==> images/clock_wires.png <==
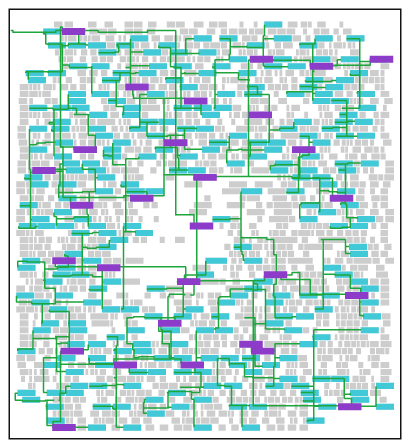
==> images/port_trees.png <==
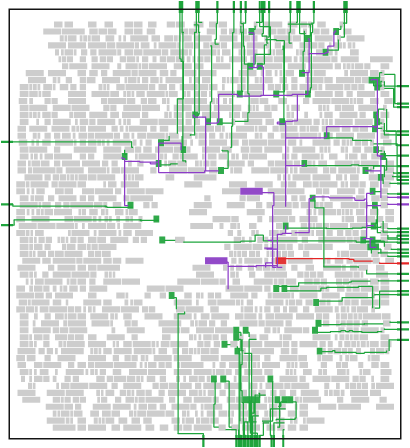
==> images/pinout.png <==
Pins as bars across the die edge, other pins in gray.
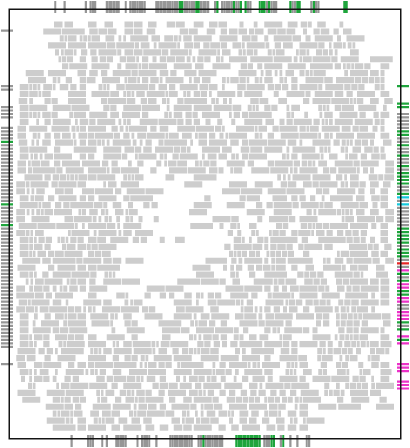
==> images/layers.png <==
The bar under the picture is 50 um long.
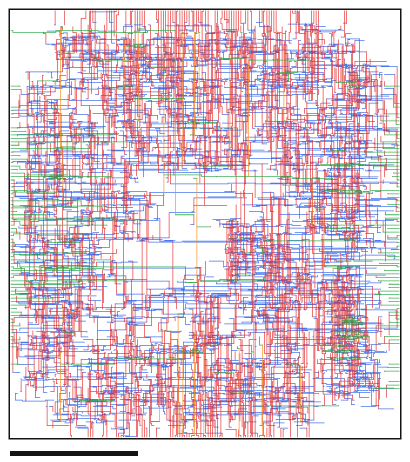
--- config.mk ---
export PLATFORM = sky130hd
export DESIGN_NAME = if_id_pipe
export DESIGN_NICKNAME = d
export VERILOG_FILES = /design/src/rtl/if_id_pipe.sv
export SDC_FILE = /design/constraint.sdc
export NUM_CORES = 1
export LEC_CHECK = 0
export CORE_ASPECT_RATIO = 1.1
export CORE_MARGIN = 2
export CORE_UTILIZATION = 51
export DETAILED_ROUTE_END_ITERATION = 10
export PLACE_DENSITY_LB_ADDON = 0.3
export SLEW_MARGIN = 20
export SYNTH_ARGS = -nofsm -noshare
export SYNTH_HDL_FRONTEND = slang
export SYNTH_SLANG_ARGS = --single-unit
--- constraint.sdc ---
create_clock -name clk -period 2.1 [get_ports clk]
set_input_delay 0.42 -clock clk [delete_from_list [all_inputs] [get_ports clk]]
set_output_delay 0.42 -clock clk [all_outputs]
set_load 0.02 [all_outputs]
--- src/rtl/if_id_pipe.sv ---
// IF/ID pipeline boundary: multi-lane valid/ready stage with a one-entry skid
// buffer, decode stall hold, flush with NOP injection and a saturating stall counter.
module if_id_pipe #(
  parameter int unsigned       DATA_W    = 32,
  parameter int unsigned       ADDR_W    = 32,
  parameter int unsigned       LANES     = 2,
  parameter logic [DATA_W-1:0] NOP_INSTR = '0,
  parameter int unsigned       CNT_W     = 16
) (
  input  logic                      clk,
  input  logic                      rst,
  input  logic [LANES-1:0]          in_valid,
  input  logic [LANES*DATA_W-1:0]   in_instr,
  input  logic [LANES*ADDR_W-1:0]   in_pc,
  output logic                      in_ready,
  input  logic                      stall,
  input  logic                      flush,
  input  logic                      out_ready,
  output logic [LANES-1:0]          out_valid,
  output logic [LANES*DATA_W-1:0]   out_instr,
  output logic [LANES*ADDR_W-1:0]   out_pc,
  output logic [CNT_W-1:0]          stall_cnt,
  input  logic                      clr_cnt
);

  typedef enum logic [1:0] {EMPTY, ONE, FULL} state_e;

  state_e                    state_q, state_d;
  logic [LANES-1:0]          m_mask_q, m_mask_d, s_mask_q, s_mask_d;
  logic [LANES*DATA_W-1:0]   m_instr_q, m_instr_d, s_instr_q, s_instr_d;
  logic [LANES*ADDR_W-1:0]   m_pc_q, m_pc_d, s_pc_q, s_pc_d;
  logic [CNT_W-1:0]          cnt_q, cnt_d;
  logic                      accept, take;

  // in_ready depends only on registered state, never on downstream inputs
  assign in_ready = (state_q != FULL);
  assign accept   = (|in_valid) & in_ready;
  assign take     = (|m_mask_q) & out_ready & ~stall;

  always_comb begin
    state_d   = state_q;
    m_mask_d  = m_mask_q;
    m_instr_d = m_instr_q;
    m_pc_d    = m_pc_q;
    s_mask_d  = s_mask_q;
    s_instr_d = s_instr_q;
    s_pc_d    = s_pc_q;
    if (flush) begin
      // payload registers are kept so out_pc holds its last value
      state_d  = EMPTY;
      m_mask_d = '0;
      s_mask_d = '0;
    end else begin
      unique case (state_q)
        EMPTY: begin
          if (accept) begin
            m_mask_d  = in_valid;
            m_instr_d = in_instr;
            m_pc_d    = in_pc;
            state_d   = ONE;
          end
        end
        ONE: begin
          if (take && accept) begin
            m_mask_d  = in_valid;
            m_instr_d = in_instr;
            m_pc_d    = in_pc;
          end else if (take) begin
            m_mask_d = '0;
            state_d  = EMPTY;
          end else if (accept) begin
            s_mask_d  = in_valid;
            s_instr_d = in_instr;
            s_pc_d    = in_pc;
            state_d   = FULL;
          end
        end
        FULL: begin
          if (take) begin
            m_mask_d  = s_mask_q;
            m_instr_d = s_instr_q;
            m_pc_d    = s_pc_q;
            s_mask_d  = '0;
            state_d   = ONE;
          end
        end
        default: begin
          state_d  = EMPTY;
          m_mask_d = '0;
          s_mask_d = '0;
        end
      endcase
    end
  end

  always_comb begin
    cnt_d = cnt_q;
    if (clr_cnt) begin
      cnt_d = '0;
    end else if ((|m_mask_q) && !take && !flush && !(&cnt_q)) begin
      cnt_d = cnt_q + CNT_W'(1);
    end
  end

  always_ff @(posedge clk) begin
    if (rst) begin
      state_q   <= EMPTY;
      m_mask_q  <= '0;
      s_mask_q  <= '0;
      m_instr_q <= {LANES{NOP_INSTR}};
      s_instr_q <= {LANES{NOP_INSTR}};
      m_pc_q    <= '0;
      s_pc_q    <= '0;
      cnt_q     <= '0;
    end else begin
      state_q   <= state_d;
      m_mask_q  <= m_mask_d;
      s_mask_q  <= s_mask_d;
      m_instr_q <= m_instr_d;
      s_instr_q <= s_instr_d;
      m_pc_q    <= m_pc_d;
      s_pc_q    <= s_pc_d;
      cnt_q     <= cnt_d;
    end
  end

  always_comb begin
    out_instr = '0;
    for (int unsigned i = 0; i < LANES; i++) begin
      out_instr[i*DATA_W +: DATA_W] = m_mask_q[i] ? m_instr_q[i*DATA_W +: DATA_W] : NOP_INSTR;
    end
  end

  assign out_valid = m_mask_q;
  assign out_pc    = m_pc_q;
  assign stall_cnt = cnt_q;

endmodule
==> flow_summary.toml <==
# flow metrics
[synth]
synth_cells = 1394
syn_area_per_cell_um2 = 8.893
edf_count = 0
syn-num-nets = 1531
synthArstFlopShare_pct = 0

[sta]
fmax_mhz = 492.1
holdWs_ps = 258.6
fin_worst_skew_ps = 12.47

[placement]
hpwl_um = 22780

[clock_tree]
cts_tree = "built"
cts.path.max_buffers = 3
cts-htree-levels = 1
clk_latency_ps = 540
clk_pin_slew_worst_paths_ps = 60

[power_and_ir_drop]
clockPowerShare_pct = 40.5
net-switching-power_mw = 3.354

[run_status]
status = "complete, no violations"

[final_layout]
fillers = 1849
layout_top_cell = "dfxtp_1"
syn_to_final_growth_pct = 35.48
drive_gt1_share_pct = 11.08

[setup_path]
crit_family = "buffers and inverters"
cp_cell_sequence = "clkdlybuf4s50_1"
worstPathArrival_ps = 1610
slowest_stage = "clkdlybuf4s50_1"

[route]
ant_nets = 0
via_count = 11570
viasPerCell = 5.874

[global_route]
overflow = 0
grt_max_degree = 139
grt_pass1_vias = 11300
## Picture notes: clock_wires.png
legend:
  flip-flops:
    color: cyan
    count: 278
  clock-net drivers:
    color: purple
    count: 29
  clock wires:
    color: green
    length: 3,360 um
flops lie: spread over the die
routed clock nets: 30

## Picture notes: port_trees.png
legend:
  `out_valid`:
    color: purple
    bits: 2
    direction: output
    end_cells: 2
    wire: 601 um
  `in_ready`:
    color: red
    bits: 1
    direction: output
    end_cells: 1
    wire: 46.0 um
  `out_instr`:
    color: green
    bits: 64
    direction: output
    end_cells: 64
    wire: 2,030 um

## Picture notes: pinout.png
legend:
  `out_instr`:
    color: green
    pins: 64
    direction: output
    edge: 28 right, 18 top, 15 bottom, 3 left
  `out_valid`:
    color: cyan
    pins: 2
    direction: output
    edge: right
  `stall_cnt`:
    color: magenta
    pins: 16
    direction: output
    edge: right
  `in_ready`:
    color: red
    pins: 1
    direction: output
    edge: right

## Picture notes: layers.png
legend:
  M2:
    color: red
    wire_length: 17,100 um
  M1:
    color: blue
    wire_length: 15,100 um
  M4:
    color: orange
    wire_length: 1,040 um
  M3:
    color: green
    wire_length: 2,570 um

-- per-stage QoR --
| step | TNS [ps] | power [mW] | setup slack, ps | utilization, % | cell area (um^2) |
|---|---|---|---|---|---|
| finish | 0 | 13.13 | 68.04 | 70.65 | 16790 |
| global route | 0 | 13.60 | 7.163 | 70.65 | 16790 |
| CTS | 0 | 13.21 | 0.3721 | 71.02 | 16880 |
| detailed placement | -50100 | 7.932 | -253.2 | 66.94 | 15910 |
| global placement | -42430 | 7.883 | -209.7 | 66.94 | 15910 |
| floorplan | 0 | 6.939 | 244.9 | - | 12400 |
-- registers in the layout, summed over array words and instances (netlist names) --
signal and count:
m_instr_q 64, out_pc 64, out_valid 2, s_instr_q 64, s_mask_q 2, s_pc_q 64, stall_cnt 16, state_q 2
-- synthesized netlist by cell type, types with 2 or more instances --
cell and n:
a211oi_1 259, and3_1 4, nand4_1 5, nor4_1 3, a311oi_1 2, a22o_1 2, buf_4 21, inv_1 3
or4_1 7, o21ai_0 8, nor2_1 9, clkbuf_1 47, dfxtp_1 278, and4_1 4, or3_1 5, nor2b_1 2
nand2b_1 4, and2_1 65, o31ai_1 7, nand2_1 265, a2111o_1 2, a21oi_1 145, o211ai_1 2, nand3_1 6
nor3_1 7, o21a_1 2, buf_2 75, a31oi_1 4, mux2i_1 130
-- cells by family after synthesis --
| kind of cell | share of synthesized area (%) |
|---|---|
| AND/OR/NAND/NOR | 14.77 |
| AND-OR/OR-AND | 23.81 |
| buffers and inverters | 5.935 |
| multiplexers | 10.50 |
| flip-flops | 44.89 |
| adder cells (fa/ha/maj) | 0.1009 |
-- area by class of cell --
type                            count  area [um^2]  area share, %
Multi-Input combinational cell    968         6137          36.54
Sequential cell                   278         5574          33.19
Timing Repair Buffer              359         3675          21.88
Clock buffer                       43        898.4          5.349
Tap cell                          305        381.6          2.272
Clock inverter                     10        110.1         0.6556
Inverter                            3        11.26        0.06705
Antenna cell                        3        7.507        0.04470
-- final timing paths --
path,start,slack (ps),depth (start not counted),end
max reg2reg,stall_cnt[0]$_SDFFE_PP0P_,180,6,stall_cnt[6]$_SDFFE_PP0P_
min reg2reg,s_pc_q[48]$_SDFFE_PP0P_,450,2,s_pc_q[48]$_SDFFE_PP0P_
max,stall_cnt[8]$_SDFFE_PP0P_,70,1,stall_cnt[8]
min,rst,260,3,stall_cnt[13]$_SDFFE_PP0P_
-- routing by layer --
layer  up-vias  track usage, %  wire [um]
met5         -               0          0
met4         0           10.59       1037
met3        70           6.185       2565
met2       416           43.97      17060
met1      5540           33.71      15120
li1       5540               -          -
-- power by group through the flow --
stage               sequential, mW  clock [mW]  combinational, mW
floorplan                     5.96           0              0.978
global placement              5.85           0               2.03
detailed placement            5.86           0               2.07
CTS                           5.75        5.39               2.06
global route                  5.78        5.60               2.21
finish                        5.76        5.31               2.06
Power and IR drop assume default switching activity.
